==> run_1/util_map.png <==
9 x 9 tiles, from dark blue (low) to red (high), 0 to 100% covered.
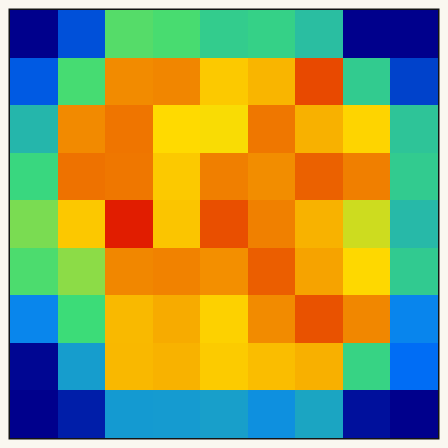
==> run_1/layers.png <==
Bar = 20 um.
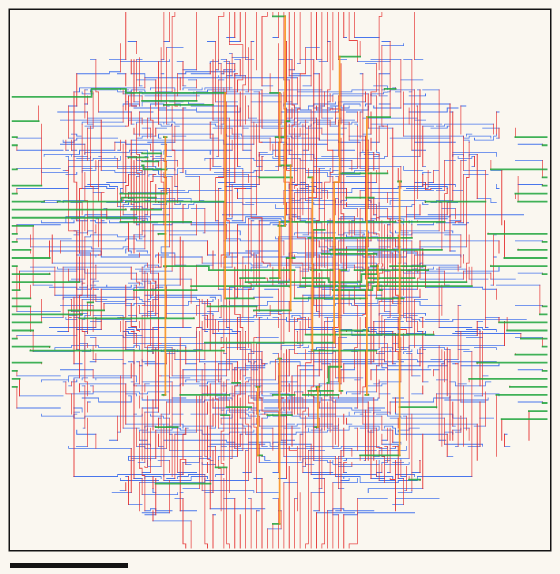
==> run_1/clock_wires.png <==
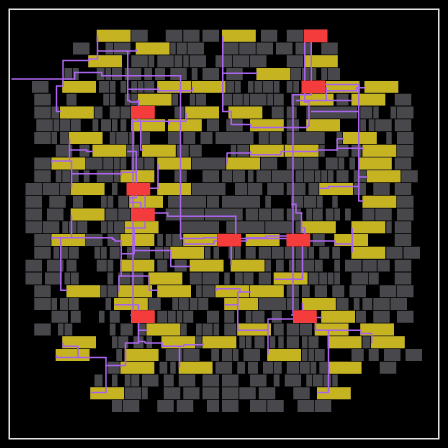
[src/rtl/audio_pkg.sv]
// Shared types and default widths for the audio unpacker slice.
package audio_pkg;

  localparam int AUDIO_WORD_W   = 32;
  localparam int AUDIO_SAMPLE_W = 8;

  typedef enum logic [1:0] {
    EMPTY = 2'd0,
    PLAY  = 2'd1,
    PAUSE = 2'd2
  } audio_state_e;

endpackage

[src/rtl/audio_word_buf.sv]
// Two-slot word buffer: CUR is the word being played, NXT is the prefetch slot.
// A load goes to CUR when CUR is free (or being popped with NXT empty), else to NXT.
module audio_word_buf
  import audio_pkg::*;
#(
  parameter int WORD_W = AUDIO_WORD_W
) (
  input  logic              clk,
  input  logic              reset,
  input  logic              load,
  input  logic              pop,
  input  logic [WORD_W-1:0] word_data,
  output logic [WORD_W-1:0] cur_word,
  output logic [WORD_W-1:0] nxt_word,
  output logic              cur_full,
  output logic              nxt_empty
);

  logic nxt_full;

  assign nxt_empty = ~nxt_full;

  always_ff @(posedge clk) begin
    if (!reset) begin
      cur_word <= '0;
      nxt_word <= '0;
      cur_full <= 1'b0;
      nxt_full <= 1'b0;
    end else if (pop) begin
      // NXT promotes into CUR; a load cannot coincide because ready is low when NXT is full.
      if (nxt_full) begin
        cur_word <= nxt_word;
        nxt_full <= 1'b0;
      end else if (load) begin
        cur_word <= word_data;
      end else begin
        cur_full <= 1'b0;
      end
    end else if (load) begin
      if (!cur_full) begin
        cur_word <= word_data;
        cur_full <= 1'b1;
      end else begin
        nxt_word <= word_data;
        nxt_full <= 1'b1;
      end
    end
  end

endmodule

[src/rtl/audio_unpacker.sv]
// Unpacks fixed-width memory words into audio samples, one sample per sample_tick,
// with forward/reverse order, pause, underrun reporting and one-word prefetch.
module audio_unpacker
  import audio_pkg::*;
#(
  parameter int WORD_W   = AUDIO_WORD_W,
  parameter int SAMPLE_W = AUDIO_SAMPLE_W
) (
  input  logic                clk,
  input  logic                reset,
  input  logic                sample_tick,
  input  logic                play_audio,
  input  logic                forward,
  input  logic                word_valid,
  input  logic [WORD_W-1:0]   word_data,
  output logic                word_ready,
  output logic [SAMPLE_W-1:0] audio,
  output logic                audio_valid,
  output logic                underrun,
  output audio_state_e        dbg_state,
  output logic [WORD_W-1:0]   dbg_cur_word,
  output logic [WORD_W-1:0]   dbg_nxt_word
);

  localparam int NS    = WORD_W / SAMPLE_W;
  localparam int IDX_W = (NS > 1) ? $clog2(NS) : 1;
  localparam logic [IDX_W-1:0] IDX_LAST = IDX_W'(NS - 1);

  audio_state_e      state, state_next;
  logic [WORD_W-1:0] cur_word, nxt_word;
  logic              cur_full, nxt_empty;
  logic [IDX_W-1:0]  idx;
  logic              dir_fwd;
  logic              load, pop, cur_load, last_sample;
  logic              play_tick, empty_tick;

  // Handshake: a word transfers on any edge where word_valid && word_ready.
  // word_ready depends only on slot state and reset, never on word_valid.
  assign word_ready = reset & nxt_empty;
  assign load       = word_valid & word_ready;

  assign last_sample = dir_fwd ? (idx == IDX_LAST) : (idx == '0);
  assign pop         = play_tick & last_sample;
  // CUR takes a new word when free, or when exhausted and a replacement exists.
  assign cur_load    = (load & ~cur_full) | (pop & (~nxt_empty | load));

  audio_word_buf #(.WORD_W(WORD_W)) u_buf (
    .clk       (clk),
    .reset     (reset),
    .load      (load),
    .pop       (pop),
    .word_data (word_data),
    .cur_word  (cur_word),
    .nxt_word  (nxt_word),
    .cur_full  (cur_full),
    .nxt_empty (nxt_empty)
  );

  always_ff @(posedge clk) begin
    if (!reset) state <= EMPTY;
    else        state <= state_next;
  end

  always_comb begin
    state_next = state;
    case (state)
      EMPTY:   if (load) state_next = PLAY;
      PLAY: begin
        if (pop && nxt_empty && !load) state_next = EMPTY;
        else if (!play_audio)          state_next = PAUSE;
      end
      PAUSE:   if (play_audio) state_next = PLAY;
      default: state_next = EMPTY;
    endcase
  end

  always_comb begin
    play_tick  = (state == PLAY)  && sample_tick;
    empty_tick = (state == EMPTY) && sample_tick;
  end

  always_ff @(posedge clk) begin
    if (!reset) begin
      idx         <= '0;
      dir_fwd     <= 1'b1;
      audio       <= '0;
      audio_valid <= 1'b0;
      underrun    <= 1'b0;
    end else begin
      audio_valid <= play_tick;
      underrun    <= empty_tick;
      if (play_tick) audio <= cur_word[SAMPLE_W * int'(idx) +: SAMPLE_W];
      // Direction is latched per word so mid-word changes wait for the next word.
      if (cur_load) begin
        dir_fwd <= forward;
        idx     <= forward ? '0 : IDX_LAST;
      end else if (play_tick) begin
        idx <= dir_fwd ? idx + 1'b1 : idx - 1'b1;
      end
    end
  end

  assign dbg_state    = state;
  assign dbg_cur_word = cur_word;
  assign dbg_nxt_word = nxt_word;

endmodule

[config.mk]
export PLATFORM = sky130hd
export DESIGN_NAME = audio_unpacker
export DESIGN_NICKNAME = d
export VERILOG_FILES = /design/src/rtl/audio_pkg.sv /design/src/rtl/audio_word_buf.sv /design/src/rtl/audio_unpacker.sv
export SDC_FILE = /design/constraint.sdc
export NUM_CORES = 1
export LEC_CHECK = 0
export ABC_CLOCK_PERIOD_IN_PS = 2600
export CORE_MARGIN = 3
export CORE_UTILIZATION = 50
export DETAILED_ROUTE_END_ITERATION = 12
export PLACE_DENSITY = 0.85
export SYNTH_ARGS = -nofsm -noshare
export SYNTH_HDL_FRONTEND = slang
export SYNTH_SLANG_ARGS = --single-unit
[constraint.sdc]
create_clock -name clk -period 2.6 [get_ports clk]
set_input_delay 0.39 -clock clk [delete_from_list [all_inputs] [get_ports clk]]
set_output_delay 0.39 -clock clk [all_outputs]
set_load 0.01 [all_outputs]
==> run_results.csv, run 1 <==
group,metric,value,unit
outcome,outcome,"finished, final reports clean",
layout,seq_cells,81,
sta,maxSlewViolCount,0,
worst_hold_path,holdCritPathClass,"input pin to register",
critical_path,cp_max_fo,22,
routing,viasPerCell,6.016,
floorplanning,die-area,8313,sq um
run,tool_warnings,26,
sta,relSlewSlack,0.5314,
layout,syn_to_final_growth,37.88,%
synthesis,synth_flop_count,81,
synthesis,ys_async_sr_fraction,0,
floorplanning,tap_cells,96,
global_route,antenna_found_initial,0,
pwr,p_comb_frac,0.212,
layout,nonClkBufAreaFrac,0.2552,
clock_tree,cts_made_buffers,9,
synthesis,edf_count,0,
layout,num-nonclk-inverters,1,
pwr,netSwitchingPower,0.0008643,W
sta,max_freq,0.4849,GHz
critical_path,cp-startpoint,"idx[1]",
pwr,power_frac_seq,0.485,
layout,logic_gate_count,298,
synthesis,simple_gate_share,0.2080,
layout,final_common_cell,"nand2_1",
synthesis,synthCells,425,
## Picture notes: util_map.png
fullest tile: 97%
nearly empty tiles: 7.4%
densest ninth of the die: centre
emptiest ninth of the die: south-west
core area: 6907 sq um
Starting Density: 0.5252

## Picture notes: layers.png
| colour | layer | wire length |
|---|---|---|
| blue | M1 | 4650 um |
| red | M2 | 5270 um |
| orange | M4 | 402 um |
| green | M3 | 918 um |
WL final: 11240 um
wire per inst: 18.10 um
overall routing resource usage: 0.2701
vias: 3736

## Picture notes: clock_wires.png
[red] clock-net drivers | count: 9
[yellow] flip-flops | count: 81
[purple] clock wires | length: 900 um
routed clock nets: 10
Clk pwr share: 0.303
Worst-Skew Late Latency: 350 ps
Setup Skew: 5.412 ps
Clk power: 0.000916 W

[run 1: state kept, by name (all words and copies together) (netlist names)]
signal / flops
idx: 2
audio_valid: 1
dbg_state: 2
audio: 8
underrun: 1
u_buf.cur_word: 32
dir_fwd: 1
u_buf.nxt_word: 32
u_buf.nxt_full: 1
u_buf.cur_full: 1
[run 1: power by group through the flow]
stage | Sequential, W | Combinational (W) | Clock, W
floorplan | 0.00149 | 0.000292 | 0
global placement | 0.00149 | 0.000615 | 0
detailed placement | 0.00149 | 0.000631 | 0
CTS | 0.00146 | 0.000640 | 0.000923
global route | 0.00148 | 0.000688 | 0.000967
finish | 0.00147 | 0.000641 | 0.000916
[run 1: cells in the mapped netlist, types with 2 or more instances]
library cell	count	area share
nand2_1	114	0.12
dfxtp_1	81	0.45
o21ai_0	34	0.047
o31ai_1	33	0.068
a31oi_1	32	0.055
nand4_1	32	0.055
buf_2	18	0.025
clkbuf_1	17	0.018
a21boi_0	9	0.019
mux4_2	8	0.050
buf_4	5	0.010
nor2_1	4	0.0041
a21oi_1	3	0.0041
clkbuf_2	3	0.0041
o211a_1	3	0.0083
xnor2_1	3	0.0072
and2_1	2	0.0034
nand2b_1	2	0.0034
nor2b_1	2	0.0034
[run 1: layer usage]
layer	part of all wire	vias up	track usage
li1	-	1727	-
met3	0.082	36	0.05137
met1	0.41	1763	0.3540
met5	0	-	0
met4	0.036	0	0.1332
met2	0.47	210	0.4267
[run 1: critical path: stages, from the launching register on]
cell and delay (ps):
dfxtp_1 670, and3_1 360, o221a_2 410, buf_12 210
o31ai_1 110, a31oi_1 210
==> run 2, diff against run 1 <==
--- a/config.mk
+++ b/config.mk
@@ -5,11 +5,11 @@
 export SDC_FILE = /design/constraint.sdc
 export NUM_CORES = 1
 export LEC_CHECK = 0
-export ABC_CLOCK_PERIOD_IN_PS = 2600
+export ABC_CLOCK_PERIOD_IN_PS = 1800
 export CORE_MARGIN = 3
-export CORE_UTILIZATION = 50
+export CORE_UTILIZATION = 42
 export DETAILED_ROUTE_END_ITERATION = 12
-export PLACE_DENSITY = 0.85
+export PLACE_DENSITY = 0.76
 export SYNTH_ARGS = -nofsm -noshare
 export SYNTH_HDL_FRONTEND = slang
 export SYNTH_SLANG_ARGS = --single-unit
==> constraint.sdc (replaced) <==
create_clock -name clk -period 1.8 [get_ports clk]
set_input_delay 0.27 -clock clk [delete_from_list [all_inputs] [get_ports clk]]
set_output_delay 0.27 -clock clk [all_outputs]
set_load 0.01 [all_outputs]
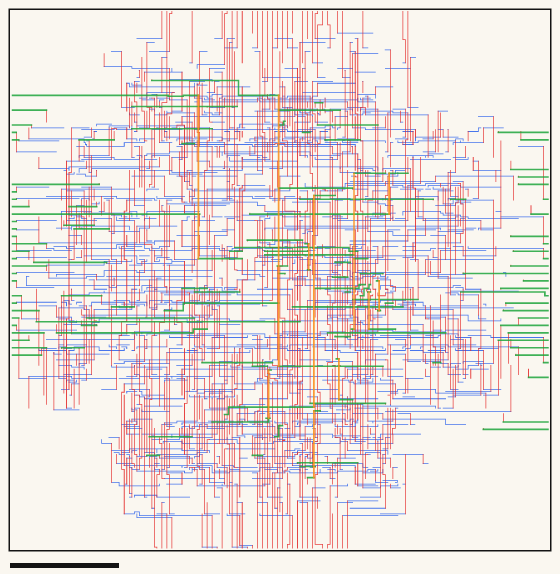
(run_2/layers.png)
Bar = 20 um.
| colour | layer | wire length |
|---|---|---|
| orange | M4 | 199 um |
| red | M2 | 5670 um |
| green | M3 | 971 um |
| blue | M1 | 4810 um |
WL final: 11650 um
overall routing resource usage: 0.2399
vias: 3807

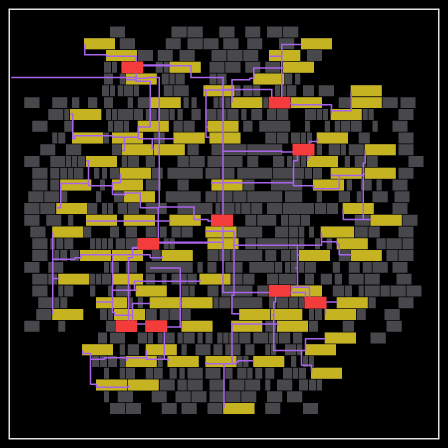
(run_2/clock_wires.png)
[purple] clock wires | length: 946 um
[yellow] flip-flops | count: 81
[red] clock-net drivers | count: 9
routed clock nets: 10
Clk power: 0.00129 W
Clk pwr share: 0.294
Setup Skew: 5.349 ps

==> run 2 against run 1 <==
  * Cell count up 3.7%
  * Combinational power increased by 56%
  * Register-to-register slack worse by 400 ps
  * Area after synthesis unchanged
  * Cell area up 4.0%
  * Core utilization fell by 9.8 points
  * Sequential share of layout area shrank 1.2 points
  * Setup slack worse by 400 ps
  * Flip-flop count unchanged
  * Clock-buffer cell count is 1 lower
  * Global-route usage shrank 3.0 points
  * Critical path type is now register to primary output
  * Highest routed layer unchanged
==> run_results.csv, run 2 <==
group,metric,value,unit
global_route,grt_busiest_layer,"met2",
routing,wl_met1,4814,um
synthesis,ys_async_sr_fraction,0,
synthesis,synthCells,425,
global_route,use_met2,0.3900,
sta,maxSlewViolCount,0,
synthesis,area_leaders,"dfxtp_1 45%, nand2_1 12%, o31ai_1 6.8%",
clock_tree,insertion_delay,350,ps
synthesis,top_area_cell,"dfxtp_1",
synthesis,synthDominantCellAreaShare,0.4471,
critical_path,cp_slowest_stage_delay,540,ps
floorplanning,die-area,9787,sq um
floorplanning,fp_util,0.4371,
critical_path,crit_buf_inv,1,
floorplanning,core-area,8299,sq um
critical_path,cp_max_fo,12,
sta,relSlewSlack,0.5350,
worst_hold_path,holdCritPathClass,"input pin to register",
routing,viasPerCell,5.911,
routing,wl_met3,971,um
global_route,grtUsageMet3,0.07219,
critical_path,crit_family,"buffers and inverters",
global_route,met1_usage,0.3092,
synthesis,synth_flop_count,81,
clock_tree,cts_made_buffers,9,
routing,top_layer,"met4",
layout,reg_top3,"u_buf.cur_word (32), u_buf.nxt_word (32), audio (8)",
critical_path,slowest_stage,"clkdlybuf4s50_1",
outcome,outcome,"finished, final reports clean",
routing,dr_wl_met2,5667,um
layout,final_common_cell,"nand2_1",
routing,wire_per_inst,18.09,um
==> run 2: worst max path at each step <==
stage	endpoint	slack [ps]	cells past startpoint	startpoint
6_report	word_ready	130	2	u_buf.nxt_full
4_1_cts	word_ready	40	2	u_buf.nxt_full
2_1_floorplan	u_buf.cur_word[0]	300	7	dbg_state[0]
5_1_grt	u_buf.nxt_word[5]	50	5	dir_fwd
3_3_place_gp	u_buf.nxt_word[4]	-30	6	word_valid
3_5_place_dp	u_buf.nxt_word[7]	-100	6	sample_tick
==> run 2: power by group <==
group	switching [W]	leakage [nW]	internal [W]
logic	0.000451	1.20	0.000549
registers	0.000157	0.665	0.00194
clock network	0.000637	0.0978	0.000657
total	0.00125	1.97	0.00315
==> run 2: logic make-up after synthesis <==
group	Yosys count	synth area share
AND/OR/NAND/NOR	164	0.2080
AND-OR/OR-AND	122	0.2232
flip-flops	81	0.4471
buffers and inverters	46	0.06209
multiplexers	9	0.05243
XOR/XNOR	3	0.007245
==> run 2: metrics by stage <==
| step | hold slack, ps | area [sq um] | std cells | setup slack (ps) |
|---|---|---|---|---|
| final | 198.2 | 5200 | 644 | 134.0 |
| after global routing | 204.8 | 5200 | 644 | 50.80 |
| after CTS | 190.1 | 5194 | 644 | 44.87 |
| after detailed placement | 465.4 | 5011 | 630 | -102.5 |
| after global placement | 456.0 | 5011 | 630 | -28.17 |
| after floorplan | 413.1 | 3627 | 425 | 300.5 |
==> run 2: area by class of cell <==
| cell class | instances | share of cell area |
|---|---|---|
| clock buffer | 10 | 0.02647 |
| multi-input combinational | 298 | 0.3438 |
| tap | 105 | 0.02526 |
| sequential | 81 | 0.3121 |
| clock inverter | 4 | 0.008662 |
| inverter | 1 | 0.0007218 |
| timing repair buffer | 145 | 0.2830 |
Power and IR drop assume default switching activity.
